<file path="config.mk">
export PLATFORM = sky130hd
export DESIGN_NAME = fetch_pc_gen
export DESIGN_NICKNAME = d
export VERILOG_FILES = /design/src/rtl/fetch_pc_gen.sv
export SDC_FILE = /design/constraint.sdc
export NUM_CORES = 1
export LEC_CHECK = 0
export ABC_AREA = 1
export CAP_MARGIN = 20
export CORE_UTILIZATION = 43
export CTS_CLUSTER_SIZE = 10
export DETAILED_ROUTE_END_ITERATION = 7
export HOLD_SLACK_MARGIN = 0.05
export PLACE_DENSITY = 0.83
export SETUP_SLACK_MARGIN = 0.02
export SLEW_MARGIN = 40
export SYNTH_ARGS = -nofsm -noshare
export SYNTH_HDL_FRONTEND = slang
export SYNTH_SLANG_ARGS = --single-unit
</file>
<file path="constraint.sdc">
create_clock -name clock -period 4.7 [get_ports clock]
set_input_delay 0.94 -clock clock [delete_from_list [all_inputs] [get_ports clock]]
set_output_delay 0.94 -clock clock [all_outputs]
set_load 0.01 [all_outputs]
</file>
<file path="src/rtl/fetch_pc_gen.sv">
// Instruction-fetch PC generator: issues one fetch at a time to the boot ROM or the icache,
// and queues returned {pc,inst} pairs in a small in-order buffer for decode.
module fetch_pc_gen #(
    parameter logic [31:0] RESET_PC  = 32'h0000_1000,
    parameter logic [31:0] BOOT_BASE = 32'h0000_1000,
    parameter int unsigned BOOT_SIZE = 8192,
    parameter int unsigned BUF_DEPTH = 2
) (
    input  logic        clock,
    input  logic        reset,
    input  logic        redirect_valid,
    input  logic [31:0] redirect_pc,
    output logic        boot_req_valid,
    output logic [31:0] boot_req_addr,
    input  logic        boot_req_ready,
    input  logic        boot_res_valid,
    input  logic [31:0] boot_res_inst,
    output logic        ic_req_valid,
    output logic [31:0] ic_req_addr,
    input  logic        ic_req_ready,
    input  logic        ic_res_valid,
    input  logic [31:0] ic_res_inst,
    output logic        inst_valid,
    output logic [31:0] inst_pc,
    output logic [31:0] inst,
    input  logic        inst_ready
);

    localparam int unsigned PW = (BUF_DEPTH > 1) ? $clog2(BUF_DEPTH) : 1;
    localparam int unsigned CW = $clog2(BUF_DEPTH + 1);
    localparam logic [PW-1:0] PTR_LAST = PW'(BUF_DEPTH - 1);
    localparam logic [PW-1:0] PTR_ONE  = PW'(1);
    localparam logic [CW-1:0] CNT_FULL = CW'(BUF_DEPTH);
    localparam logic [CW-1:0] CNT_ONE  = CW'(1);

    typedef enum logic [1:0] {
        S_REQ,
        S_WAIT,
        S_KILL
    } state_t;

    state_t        state_q;
    state_t        state_d;
    logic [31:0]   pc_q;
    logic          tgt_boot_q;

    logic [31:0]   buf_pc   [BUF_DEPTH];
    logic [31:0]   buf_inst [BUF_DEPTH];
    logic [PW-1:0] rd_ptr_q;
    logic [PW-1:0] wr_ptr_q;
    logic [CW-1:0] count_q;

    logic          in_boot;
    logic          req_valid;
    logic          req_fire;
    logic          resp_hit;
    logic [31:0]   resp_inst;
    logic          push;
    logic          pop;
    logic [31:0]   redirect_pc_aligned;

    function automatic logic [PW-1:0] next_ptr(input logic [PW-1:0] p);
        return (p == PTR_LAST) ? '0 : p + PTR_ONE;
    endfunction

    // Unsigned offset compare covers both window bounds in one test.
    assign in_boot             = (pc_q - BOOT_BASE) < BOOT_SIZE;
    assign redirect_pc_aligned = redirect_pc & ~32'h0000_0003;

    assign req_valid      = !reset && (state_q == S_REQ) && (count_q < CNT_FULL);
    assign boot_req_valid = req_valid && in_boot;
    assign ic_req_valid   = req_valid && !in_boot;
    assign boot_req_addr  = pc_q;
    assign ic_req_addr    = pc_q;
    assign req_fire       = in_boot ? (boot_req_valid && boot_req_ready)
                                    : (ic_req_valid && ic_req_ready);

    assign resp_hit  = tgt_boot_q ? boot_res_valid : ic_res_valid;
    assign resp_inst = tgt_boot_q ? boot_res_inst : ic_res_inst;

    assign inst_valid = !reset && (count_q != '0);
    assign inst_pc    = buf_pc[rd_ptr_q];
    assign inst       = buf_inst[rd_ptr_q];
    assign pop        = inst_valid && inst_ready;

    always_comb begin
        state_d = state_q;
        push    = 1'b0;
        unique case (state_q)
            S_REQ: begin
                if (req_fire) begin
                    state_d = redirect_valid ? S_KILL : S_WAIT;
                end
            end
            S_WAIT: begin
                if (redirect_valid) begin
                    state_d = resp_hit ? S_REQ : S_KILL;
                end else if (resp_hit) begin
                    push    = 1'b1;
                    state_d = S_REQ;
                end
            end
            S_KILL: begin
                if (resp_hit) begin
                    state_d = S_REQ;
                end
            end
            default: state_d = S_REQ;
        endcase
    end

    always_ff @(posedge clock) begin
        if (reset) begin
            state_q    <= S_REQ;
            pc_q       <= RESET_PC;
            tgt_boot_q <= 1'b0;
            rd_ptr_q   <= '0;
            wr_ptr_q   <= '0;
            count_q    <= '0;
        end else begin
            state_q <= state_d;
            if (req_fire) begin
                tgt_boot_q <= in_boot;
            end
            if (redirect_valid) begin
                pc_q <= redirect_pc_aligned;
            end else if (push) begin
                pc_q <= pc_q + 32'd4;
            end
            // Flush wins over push/pop; push is already suppressed on redirect.
            if (redirect_valid) begin
                rd_ptr_q <= '0;
                wr_ptr_q <= '0;
                count_q  <= '0;
            end else begin
                if (push) begin
                    wr_ptr_q <= next_ptr(wr_ptr_q);
                end
                if (pop) begin
                    rd_ptr_q <= next_ptr(rd_ptr_q);
                end
                case ({push, pop})
                    2'b10:   count_q <= count_q + CNT_ONE;
                    2'b01:   count_q <= count_q - CNT_ONE;
                    default: count_q <= count_q;
                endcase
            end
        end
    end

    always_ff @(posedge clock) begin
        if (push) begin
            buf_pc[wr_ptr_q]   <= pc_q;
            buf_inst[wr_ptr_q] <= resp_inst;
        end
    end

endmodule

</file>
==> ci_impl_report.md <==
## PnR job results

| Metric | Value |
|---|---|
| Clk Latency, worst-skew pair | `0.42 ns` |
| CP max stage cell | `dfxtp_1` |
| Clock Skews | `0.008051 ns` |
| Total CTS buffers | `17` |
| Clock power frac | `41.2%` |
| DR vias/cell | `5.117` |
| Logic power comb | `roughly 0.00034 W` |
| Reg area | `0.004492 mm2` |
| Clock Tree Root | `clkbuf_16` |
| Hold_buf cts | `0` |
| Log Warnings | `29` |
| Mux cell area share after synthesis | `approximately an eighth` |
| N_taps | `229` |
| CP peak stage delay | `0.62 ns` |
| Area delta synth->final | `35.77%` |
| Combinational share of power | `between 10% and 20%` |
| DR WL met2 | `between 9000 and 10000 um` |
| Layout clock area frac | `5.410%` |
| Critical Setup Path Class | `flip-flop to output port` |
| Ao+oa area frac | `roughly 4.4%` |
| Inst Count DP | `around 1100` |
| Leak | `around 3.7 nW` |
| Setup TNS | `0 ns` |
| Final Power | `about 0.0033 W` |
| Nets | `1006` |
| Seq share, synth | `56.49%` |
| Status | `complete, no violations` |
| Ports | `235` |
| Number of logic gates | `about 440` |
| Clock sink count | `162` |
| Met3 Use GR | `4.715%` |
| Detailed-router iteration count before antenna repair | `4` |
| Leading cell kind | `registers` |
==> images/m1.png <==
Bar = 50 um. Cells faint in the background.
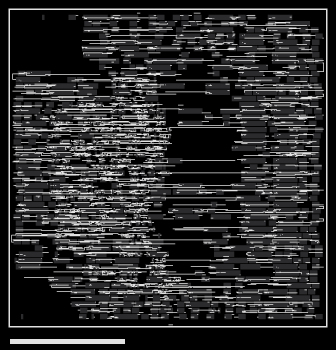
main direction	horizontal
share of all routed wire	40%
wire length on this layer	7800 um
WL final: 19300 um
Via Count: 5833
M1 GR Usage: 23.84%

==> images/m2.png <==
Cells faint in the background.
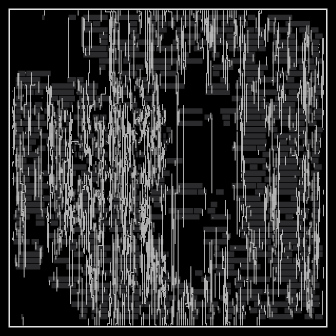
main direction	vertical
longest straight run	64.9 um
wire length on this layer	9610 um
nets with wire on the layer	852
share of all routed wire	50%
met2 GRT Util: 36.75%

==> images/m3.png <==
Bar = 50 um. Cells faint in the background.
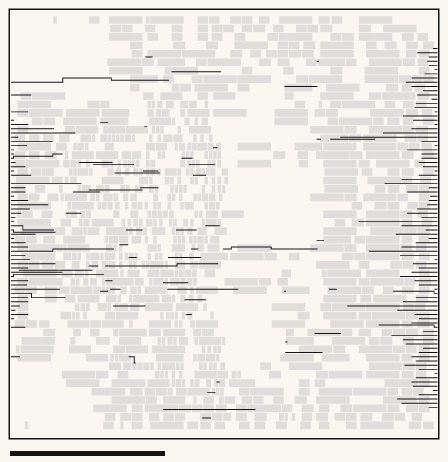
share of all routed wire	7.7%
longest straight run	31.1 um

==> images/ff_map.png <==
Other sequential cells in the stronger gray, the rest of the logic in the fainter gray.
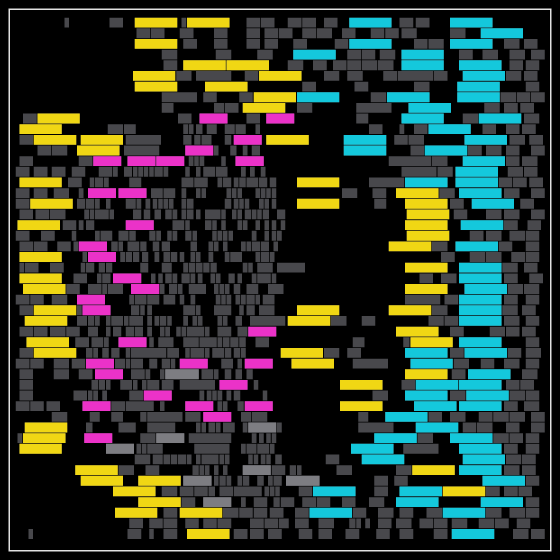
netlist name	color	placed flops
boot_req_addr	magenta	30
buf_inst	cyan	64
buf_pc	yellow	60

==> images/placed.png <==
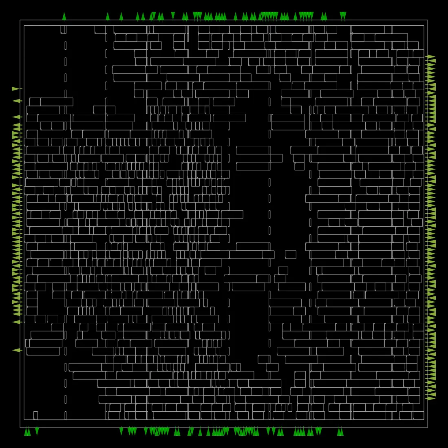
Post-Route Utilization: 59.79%
sequential cells: 162

Power is estimated from default activity; no workload was simulated.
